## config.mk

```make
export PLATFORM = sky130hd
export DESIGN_NAME = spi_slave_sync
export DESIGN_NICKNAME = d
export VERILOG_FILES = /design/src/rtl/spi_slave_sync.sv
export SDC_FILE = /design/constraint.sdc
export NUM_CORES = 1
export LEC_CHECK = 0
export CAP_MARGIN = 20
export CORE_UTILIZATION = 48
export DETAILED_ROUTE_END_ITERATION = 16
export PLACE_DENSITY = 0.74
export SLEW_MARGIN = 10
export SYNTH_ARGS = -nofsm -noshare
export SYNTH_HDL_FRONTEND = slang
export SYNTH_SLANG_ARGS = --single-unit
```

## constraint.sdc

```tcl
create_clock -name clk -period 1.6 [get_ports clk]
set_input_delay 0.32 -clock clk [delete_from_list [all_inputs] [get_ports clk]]
set_output_delay 0.32 -clock clk [all_outputs]
set_load 0.02 [all_outputs]
```

## src/rtl/spi_slave_sync.sv

```systemverilog
`default_nettype none
// ============================================================================
// Module   : spi_slave_sync
// Brief    : SPI slave with the SPI pins oversampled into the clk domain.
//            All four CPOL/CPHA modes, configurable word width and bit order,
//            one-word TX holding buffer, valid/ready RX and TX handshakes.
// Revision : 1.0 - initial release
// ============================================================================
module spi_slave_sync #(
    parameter int DATA_W      = 8,
    parameter int CPOL        = 0,
    parameter int CPHA        = 0,
    parameter int MSB_FIRST   = 1,
    parameter int SYNC_STAGES = 2
) (
    input  logic              clk,
    input  logic              rst,
    input  logic              spi_sclk,
    input  logic              spi_cs_n,
    input  logic              spi_mosi,
    output logic              spi_miso,
    output logic              spi_miso_oe,
    output logic [DATA_W-1:0] rx_data,
    output logic              rx_valid,
    input  logic              rx_ready,
    output logic              rx_overrun,
    input  logic [DATA_W-1:0] tx_data,
    input  logic              tx_valid,
    output logic              tx_ready,
    output logic              tx_underrun,
    output logic              busy
);

    localparam int         c_cnt_w    = $clog2(DATA_W + 1);
    localparam logic [c_cnt_w-1:0] c_cnt_last = c_cnt_w'(DATA_W - 1);
    localparam logic [c_cnt_w-1:0] c_cnt_one  = c_cnt_w'(1);
    localparam logic       c_sclk_idle = (CPOL != 0) ? 1'b1 : 1'b0;

    localparam logic [1:0] S_IDLE  = 2'd0;
    localparam logic [1:0] S_LOAD  = 2'd1;
    localparam logic [1:0] S_SHIFT = 2'd2;

    logic [SYNC_STAGES-1:0] r_sclk_sync;
    logic [SYNC_STAGES-1:0] r_cs_sync;
    logic [SYNC_STAGES-1:0] r_mosi_sync;
    logic                   r_sclk_d;
    logic                   r_cs_d;

    logic [1:0]             r_state;
    logic [1:0]             w_state_nxt;
    logic [c_cnt_w-1:0]     r_bit_cnt;
    logic [DATA_W-1:0]      r_shift_rx;
    logic [DATA_W-1:0]      r_shift_tx;
    logic [DATA_W-1:0]      r_hold;
    logic                   r_hold_full;

    logic w_sclk, w_cs, w_mosi;
    logic w_sclk_rise, w_sclk_fall, w_lead, w_trail;
    logic w_sample, w_shift, w_cs_fall, w_cs_rise;
    logic w_word_done, w_shift_ok;
    logic [DATA_W-1:0] w_rx_nxt;
    logic [DATA_W-1:0] w_tx_adv;
    logic              w_tx_cur_bit, w_tx_adv_bit, w_hold_first_bit;

    // Pin synchronisers plus one-cycle-delayed copies for edge detection
    always_ff @(posedge clk) begin
        if (rst) begin
            r_sclk_sync <= {SYNC_STAGES{c_sclk_idle}};
            r_cs_sync   <= {SYNC_STAGES{1'b1}};
            r_mosi_sync <= '0;
            r_sclk_d    <= c_sclk_idle;
            r_cs_d      <= 1'b1;
        end else begin
            r_sclk_sync <= {r_sclk_sync[SYNC_STAGES-2:0], spi_sclk};
            r_cs_sync   <= {r_cs_sync[SYNC_STAGES-2:0], spi_cs_n};
            r_mosi_sync <= {r_mosi_sync[SYNC_STAGES-2:0], spi_mosi};
            r_sclk_d    <= r_sclk_sync[SYNC_STAGES-1];
            r_cs_d      <= r_cs_sync[SYNC_STAGES-1];
        end
    end

    assign w_sclk      = r_sclk_sync[SYNC_STAGES-1];
    assign w_cs        = r_cs_sync[SYNC_STAGES-1];
    assign w_mosi      = r_mosi_sync[SYNC_STAGES-1];
    assign w_sclk_rise = w_sclk & ~r_sclk_d;
    assign w_sclk_fall = ~w_sclk & r_sclk_d;
    assign w_cs_fall   = ~w_cs & r_cs_d;
    assign w_cs_rise   = w_cs & ~r_cs_d;
    assign w_lead      = (CPOL != 0) ? w_sclk_fall : w_sclk_rise;
    assign w_trail     = (CPOL != 0) ? w_sclk_rise : w_sclk_fall;
    assign w_sample    = (CPHA != 0) ? w_trail : w_lead;
    assign w_shift     = (CPHA != 0) ? w_lead  : w_trail;

    // With CPHA=0 bit 0 is already on MISO after LOAD, so the shift edge
    // trailing the previous word's last sample must not advance the word.
    assign w_shift_ok  = w_shift && ((CPHA != 0) || (r_bit_cnt != '0));

    assign w_word_done = (r_state == S_SHIFT) && w_sample &&
                         (r_bit_cnt == c_cnt_last) && !w_cs_rise;

    assign w_rx_nxt = (MSB_FIRST != 0) ? {r_shift_rx[DATA_W-2:0], w_mosi}
                                       : {w_mosi, r_shift_rx[DATA_W-1:1]};
    assign w_tx_adv = (MSB_FIRST != 0) ? {r_shift_tx[DATA_W-2:0], 1'b0}
                                       : {1'b0, r_shift_tx[DATA_W-1:1]};
    assign w_tx_cur_bit     = (MSB_FIRST != 0) ? r_shift_tx[DATA_W-1] : r_shift_tx[0];
    assign w_tx_adv_bit     = (MSB_FIRST != 0) ? w_tx_adv[DATA_W-1]   : w_tx_adv[0];
    assign w_hold_first_bit = (MSB_FIRST != 0) ? r_hold[DATA_W-1]     : r_hold[0];

    // State register
    always_ff @(posedge clk) begin
        if (rst) r_state <= S_IDLE;
        else     r_state <= w_state_nxt;
    end

    // Next-state logic; a chip-select release always wins
    always_comb begin
        w_state_nxt = r_state;
        case (r_state)
            S_IDLE:  if (w_cs_fall) w_state_nxt = S_LOAD;
            S_LOAD:  w_state_nxt = S_SHIFT;
            S_SHIFT: if (w_word_done) w_state_nxt = S_LOAD;
            default: w_state_nxt = S_IDLE;
        endcase
        if (w_cs_rise) w_state_nxt = S_IDLE;
    end

    // Datapath: holding buffer, shift registers, handshakes and MISO drive
    always_ff @(posedge clk) begin
        if (rst) begin
            r_bit_cnt   <= '0;
            r_shift_rx  <= '0;
            r_shift_tx  <= '0;
            r_hold      <= '0;
            r_hold_full <= 1'b0;
            rx_data     <= '0;
            rx_valid    <= 1'b0;
            rx_overrun  <= 1'b0;
            tx_underrun <= 1'b0;
            spi_miso    <= 1'b0;
            spi_miso_oe <= 1'b0;
        end else begin
            rx_overrun  <= 1'b0;
            tx_underrun <= 1'b0;

            if (rx_valid && rx_ready) rx_valid <= 1'b0;

            // Accept and LOAD-consume are mutually exclusive on hold_full
            if (tx_valid && !r_hold_full) begin
                r_hold      <= tx_data;
                r_hold_full <= 1'b1;
            end

            if (w_cs_rise) begin
                spi_miso_oe <= 1'b0;
                spi_miso    <= 1'b0;
            end else begin
                case (r_state)
                    S_LOAD: begin
                        if (r_hold_full) begin
                            r_shift_tx  <= r_hold;
                            r_hold_full <= 1'b0;
                        end else begin
                            r_shift_tx  <= '0;
                            tx_underrun <= 1'b1;
                        end
                        r_bit_cnt   <= '0;
                        r_shift_rx  <= '0;
                        spi_miso_oe <= 1'b1;
                        if (CPHA == 0) spi_miso <= r_hold_full & w_hold_first_bit;
                    end
                    S_SHIFT: begin
                        if (w_sample) begin
                            r_shift_rx <= w_rx_nxt;
                            r_bit_cnt  <= r_bit_cnt + c_cnt_one;
                            if (r_bit_cnt == c_cnt_last) begin
                                if (!rx_valid || rx_ready) begin
                                    rx_data  <= w_rx_nxt;
                                    rx_valid <= 1'b1;
                                end else begin
                                    rx_overrun <= 1'b1;
                                end
                            end
                        end
                        if (w_shift_ok) begin
                            r_shift_tx <= w_tx_adv;
                            spi_miso   <= (CPHA != 0) ? w_tx_cur_bit : w_tx_adv_bit;
                        end
                    end
                    default: ;
                endcase
            end
        end
    end

    assign tx_ready = ~r_hold_full;
    assign busy     = (r_state != S_IDLE);

endmodule
`default_nettype wire

```

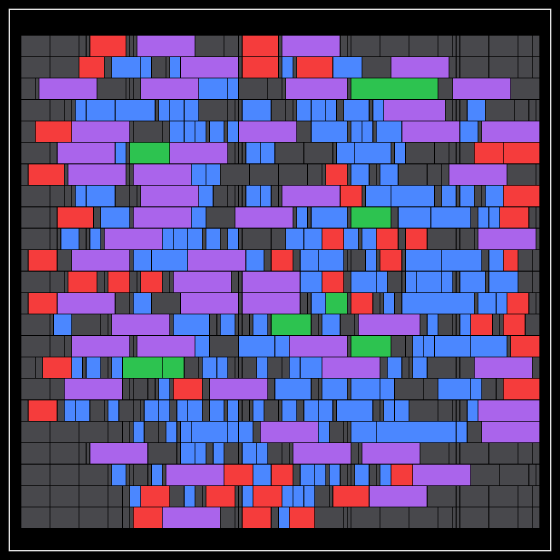
*Placement by cell class*
Fill, decap, tap and diode cells in gray.
[flops] purple | cells: 50 | share of their area: 39%
[combinational and other logic] blue | cells: 170 | share of their area: 40%
[clock drivers and dummy loads] green | cells: 8 | share of their area: 4.4%
[other buffers and delay cells] red | cells: 45 | share of their area: 17%
post-layout utilization of the core: 0.648
core area: 0.00412 mm^2
post-route design area: 0.00267 mm^2

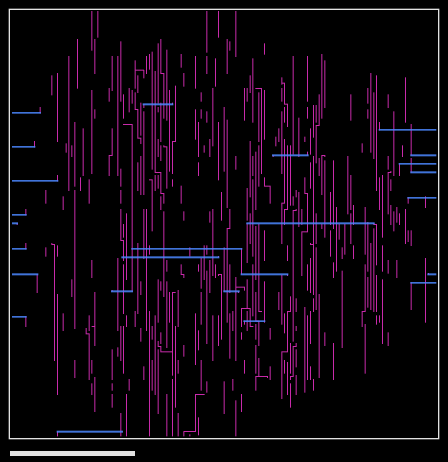
*Wiring by layer*
Bar = 20 um. Only two layers are drawn.
[metal 2] magenta | wire length: 1,960 um
[metal 3] blue | wire length: 147 um

==> impl_metrics.csv <==
group,metric,value,unit
synthesis,synth_area_per_cell,9.06,um^2
synthesis,synthFlopType,"dfxtp_1",
pwr,power.group.top,"sequential cells",
grt,grt_pass1_wl,6.82,mm
synthesis,yosysTopAreaCell,"dfxtp_1",
floorplan,die_w,68.5,um
sta,fmax,636,MHz
cells_and_area,layout-drive-gt1-share,0.179,
cells_and_area,buffer_area_frac,0.162,
synthesis,mux_share,0.0378,
critical_path,cp-end-kind,"flop",
clocking,cts_sinks,50,
synthesis,fp_nets,255,
sta,final-hold-violation-count,0,
cells_and_area,nNetsFinal,293,
hold_path,hold_class,"reg -> reg",
cells_and_area,final_cells,323,
synthesis,synthTopCellsByArea,"dfxtp_1, a21oi_1, nand2_1",
synthesis,syn_inst,234,
sta,finalCriticalPeriod,1.57,ns
route,top_layer,"met4",
outcome,status,"complete, no violations",
sta,slew_viol_final,0,
cells_and_area,flop-count,50,
grt,antenna_found_initial,0,
grt,grtUsageMet2,0.315,
cells_and_area,layout_top_cells,"dfxtp_1, nand2_1, a21oi_1, nor2_1, buf_4",
critical_path,required,1.80,ns
floorplan,chipArea,0.00469,mm^2
floorplan,ios,30,
clocking,worstSkewPairLatency,0.30,ns
clocking,cts_setup_buffers,0,
grt,busiest_layer,"met2",
synthesis,ys_types,40,
place,dp_cells,315,
sta,layout_setup_ws,0.0288,ns
synthesis,simple_gate_share,0.227,
route,wl_met1,2.00,mm
pwr,internal-power,2.18,mW
synthesis,synth.cell_area,0.00212,mm^2
synthesis,common_cells,"dfxtp_1, nand2_1, a21oi_1, nor2_1, inv_1",
synthesis,synth-async-reset-ratio,0,
route,vias_per_cell,5.09,
cells_and_area,largest_class,"logic gates",
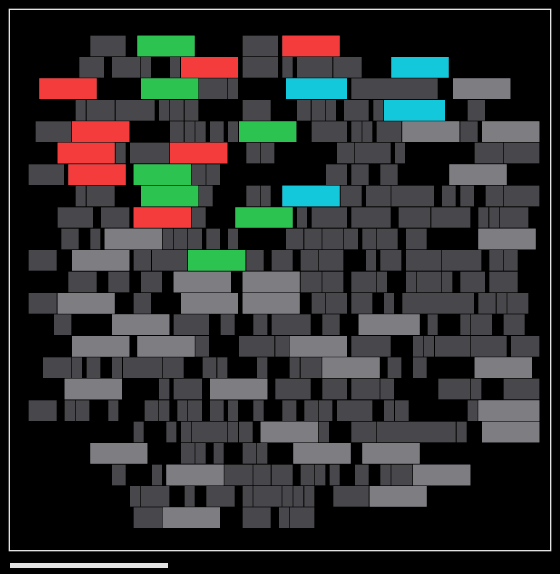
*Where the registers sit*
Bar = 20 um. Other sequential cells in the stronger gray, the rest of the logic in the fainter gray.
[rx_data] red | placed flops: 8 | where: upper left
[r_shift_rx] green | placed flops: 7
[r_bit_cnt] cyan | placed flops: 4
not colored: 31
Seq group: 1.42 mW
sequential cell area: 0.00101 mm^2

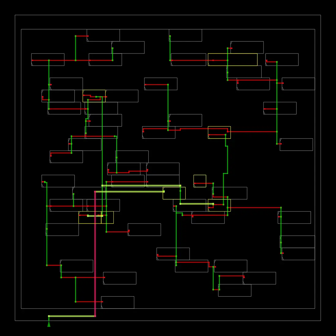
*Clock nets*
layout clock buffer count: 5
Clock group: 0.883 mW

## final timing paths
path / start / to / slack, ns / cells after the start
max: r_state[0] / rx_data[3] / 0.03 / 7
min: r_cs_sync[0] / r_cs_sync[1] / 0.42 / 1
max reg2reg: r_state[0] / rx_data[3] / 0.03 / 7
min reg2reg: r_cs_sync[0] / r_cs_sync[1] / 0.42 / 1
## flip-flops by register name, indices dropped and copies added, names as in the netlist, 2 cells and up
register,count
r_cs_sync,2
r_mosi_sync,2
rx_data,8
r_shift_rx,7
r_hold,8
r_bit_cnt,4
r_sclk_sync,2
r_shift_tx,7
r_state,2
## critical path, delay by kind of cell (launching register included)
kind                       cells  cell delay (ns)
buffers and inverters          2             0.32
adders and majority gates      1             0.14
DFF                            1             0.34
muxes                          1             0.22
and+or+nand+nor                3             0.46
No activity file was given, so power comes from the tool's default toggle rates.
